**src/rtl/cp0_unit.sv**
```systemverilog
// cp0_unit: coprocessor-0 register file and exception/interrupt arbiter.
// Holds SR(12), Cause(13), EPC(14) and PRId(15) beside the M stage. It raises
// req to flush the pipe and supplies EPC to the fetch mux for eret.
module cp0_unit #(
  parameter logic [31:0] PRID_VALUE = 32'h2022_1111,
  parameter logic [31:0] SR_RESET   = 32'h0000_0000
) (
  input  logic        clk,
  input  logic        reset,
  input  logic [4:0]  a_rd,
  input  logic [4:0]  a_wr,
  input  logic [31:0] din,
  input  logic        we,
  input  logic        exl_clr,
  input  logic [31:0] pc_m,
  input  logic        bd_m,
  input  logic [4:0]  exc_code,
  input  logic [5:0]  hw_int,
  output logic [31:0] dout,
  output logic [31:0] epc_out,
  output logic        req
);

  // Register addresses
  localparam logic [4:0] ADDR_SR    = 5'd12;
  localparam logic [4:0] ADDR_CAUSE = 5'd13;
  localparam logic [4:0] ADDR_EPC   = 5'd14;
  localparam logic [4:0] ADDR_PRID  = 5'd15;

  // Implemented bits: SR keeps IM[15:10], EXL[1], IE[0];
  // Cause keeps BD[31], IP[15:10], ExcCode[6:2]
  localparam logic [31:0] SR_MASK    = 32'h0000_FC03;
  localparam logic [31:0] CAUSE_MASK = 32'h8000_FC7C;

  localparam int SR_IE      = 0;
  localparam int SR_EXL     = 1;
  localparam int CAUSE_BD   = 31;

  logic [31:0] sr_q,    sr_d;
  logic [31:0] cause_q, cause_d;
  logic [31:0] epc_q,   epc_d;

  logic        int_req;
  logic        exc_req;
  logic [5:0]  sr_im;
  logic        sr_exl;
  logic        sr_ie;
  logic [31:0] exc_pc;
  logic        epc_write;

  // Force an address onto a word boundary
  function automatic logic [31:0] word_align(input logic [31:0] addr);
    return {addr[31:2], 2'b00};
  endfunction

  // Restricted-PC of the faulting instruction: a delay-slot fault restarts at the branch
  function automatic logic [31:0] restart_pc(input logic [31:0] pc, input logic in_slot);
    logic [31:0] pc_sel;
    pc_sel = in_slot ? (pc - 32'd4) : pc;
    return word_align(pc_sel);
  endfunction

  assign sr_im  = sr_q[15:10];
  assign sr_exl = sr_q[SR_EXL];
  assign sr_ie  = sr_q[SR_IE];

  // Requests are masked while a handler runs (EXL=1); interrupts need IE and an enabled line
  always_comb begin
    int_req = (|(hw_int & sr_im)) & sr_ie & ~sr_exl;
    exc_req = (exc_code != 5'd0) & ~sr_exl;
    req     = int_req | exc_req;
  end

  assign exc_pc    = restart_pc(pc_m, bd_m);
  assign epc_write = we && (a_wr == ADDR_EPC);

  // EPC bypass lets an eret directly after an mtc0 to EPC use the new value
  always_comb begin
    epc_out = epc_write ? word_align(din) : epc_q;
  end

  // Combinational mfc0 read; unimplemented addresses and bits read as zero
  always_comb begin
    dout = 32'd0;
    case (a_rd)
      ADDR_SR:    dout = sr_q & SR_MASK;
      ADDR_CAUSE: dout = cause_q & CAUSE_MASK;
      ADDR_EPC:   dout = epc_q;
      ADDR_PRID:  dout = PRID_VALUE;
      default:    dout = 32'd0;
    endcase
  end

  // Next-state: exception entry beats mtc0/eret; IP tracks the lines every cycle
  always_comb begin
    sr_d    = sr_q;
    cause_d = cause_q;
    epc_d   = epc_q;

    cause_d[15:10] = hw_int;

    if (req) begin
      sr_d[SR_EXL]      = 1'b1;
      cause_d[CAUSE_BD] = bd_m;
      cause_d[6:2]      = int_req ? 5'd0 : exc_code;
      epc_d             = exc_pc;
    end else begin
      if (we) begin
        case (a_wr)
          ADDR_SR:  sr_d  = din & SR_MASK;
          ADDR_EPC: epc_d = word_align(din);
          default:  ;  // Cause and PRId are read-only to software here
        endcase
      end
      // eret clear wins over a simultaneous write of EXL
      if (exl_clr) begin
        sr_d[SR_EXL] = 1'b0;
      end
    end
  end

  // State registers with asynchronous active-low reset
  always_ff @(posedge clk or negedge reset) begin
    if (!reset) begin
      sr_q    <= SR_RESET & SR_MASK;
      cause_q <= 32'd0;
      epc_q   <= 32'd0;
    end else begin
      sr_q    <= sr_d & SR_MASK;
      cause_q <= cause_d & CAUSE_MASK;
      epc_q   <= epc_d;
    end
  end

endmodule

```
**config.mk**
```make
export PLATFORM = sky130hd
export DESIGN_NAME = cp0_unit
export DESIGN_NICKNAME = d
export VERILOG_FILES = /design/src/rtl/cp0_unit.sv
export SDC_FILE = /design/constraint.sdc
export NUM_CORES = 1
export LEC_CHECK = 0
export ABC_AREA = 1
export ABC_CLOCK_PERIOD_IN_PS = 1800
export CORE_ASPECT_RATIO = 1.2
export CORE_UTILIZATION = 40
export DETAILED_ROUTE_END_ITERATION = 6
export PLACE_DENSITY = 0.73
export SYNTH_ARGS = -nofsm -noshare
export SYNTH_HDL_FRONTEND = slang
export SYNTH_SLANG_ARGS = --single-unit
```
**constraint.sdc**
```tcl
create_clock -name clk -period 1.8 [get_ports clk]
set_clock_uncertainty 0.1 [all_clocks]
set_input_delay 0.27 -clock clk [delete_from_list [all_inputs] [get_ports clk]]
set_output_delay 0.27 -clock clk [all_outputs]
set_load 0.005 [all_outputs]
```
==> out/qor.yml <==
logic_gate_count: 430
synth_cells: 590
postRouteAntennaNets: 0
antenna_cells: 0
hpwl_um: 10900
dr.pass1.iters: 5
max_stage_delay_ns: 0.27
ys_cells: 590
vias_per_cell: 4.94
gr-usage-met2: 0.564
fin_ws_ns: 0.0275
endpoint_kind: "output port"
nonClkBufAreaFrac: 0.392
final_max_slew_viol_count: 0
yosysMostFrequentCell: "nand2_1"
nClkBuffers: 6
ys_seq_frac: 0.336
cts_root_buffer: "clkbuf_8"
ys_sh_simple: 0.402
required_ns: 1.43
mostFrequentLayoutCell: "nand2_1"
leakage_nw: 3.56
wirelength_um: 15500
final_area_um2: 6730
cts_num_sinks: 50
powerClk_w: 0.000684
endpoint: "dout[17]"
ys_ff: 50
swShare: 0.385
cp.depth: 8
hp-class: "input pin to register"
power.switching_w: 0.00241
min_to: "cause_q[13]"
run_status: "finished clean"
flops: 50
avgSynthCellArea_um2: 6.31
grt_overflow_total: 0
fin_total_pwr_w: 0.00627
top_area_frac: 0.336
synth_cell_types: 33
Fig. 1: power grid
Scale bar: 20 um. Pins as bars on the die edge. Tap cells in grey.
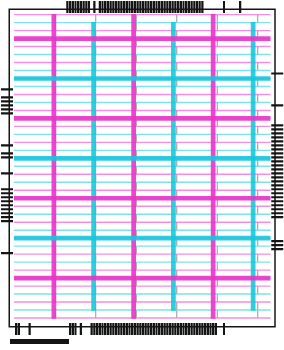
Magenta stands for VSS. Cyan stands for VDD.
120 tap cells. 6 straps on met4. 7 straps on met5. The core has 38 rows.
Die Ht: 108 um
worst IR drop on VDD: 0.000765 V

Fig. 2: cells coloured by class
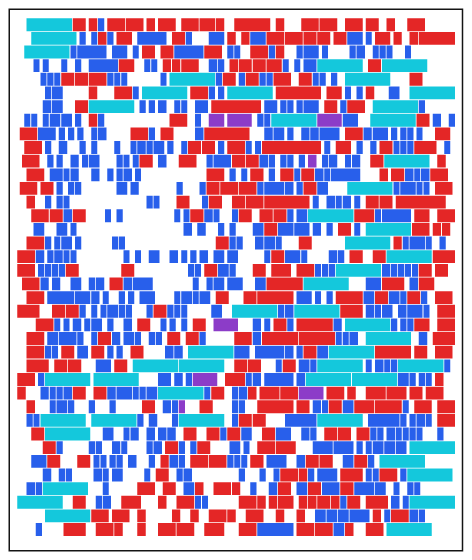
Blue stands for combinational and other logic, cells 523, share of their area 40%. Cyan stands for sequential cells, cells 50, share of their area 19%. Purple stands for clock drivers and dummy loads, cells 8, share of their area 1.3%. Red stands for remaining buffers and delay cells, cells 295, share of their area 40%.

Fig. 3: clock wires, drivers and flops
Scale bar: 20 um.
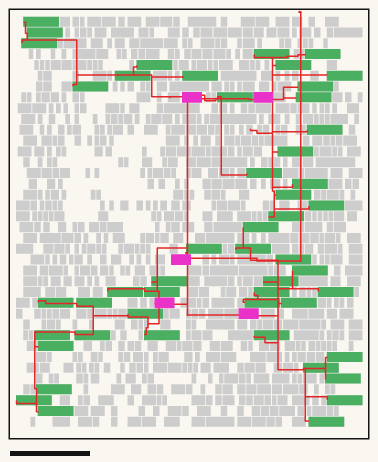
Magenta stands for clock drivers, count 5. Green stands for flip-flops, count 50. Red stands for clock wires, length 690 um.
Position of the flops: widely spread. There are 6 routed clock nets.

Fig. 4: routed metal, one colour a layer
Scale bar: 20 um. Only two layers are drawn.
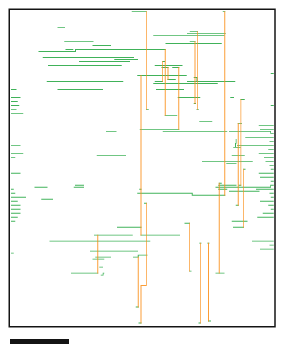
Orange stands for metal 4, wire length 502 um. Green stands for metal 3, wire length 799 um.

Power is estimated from default activity; no workload was simulated.
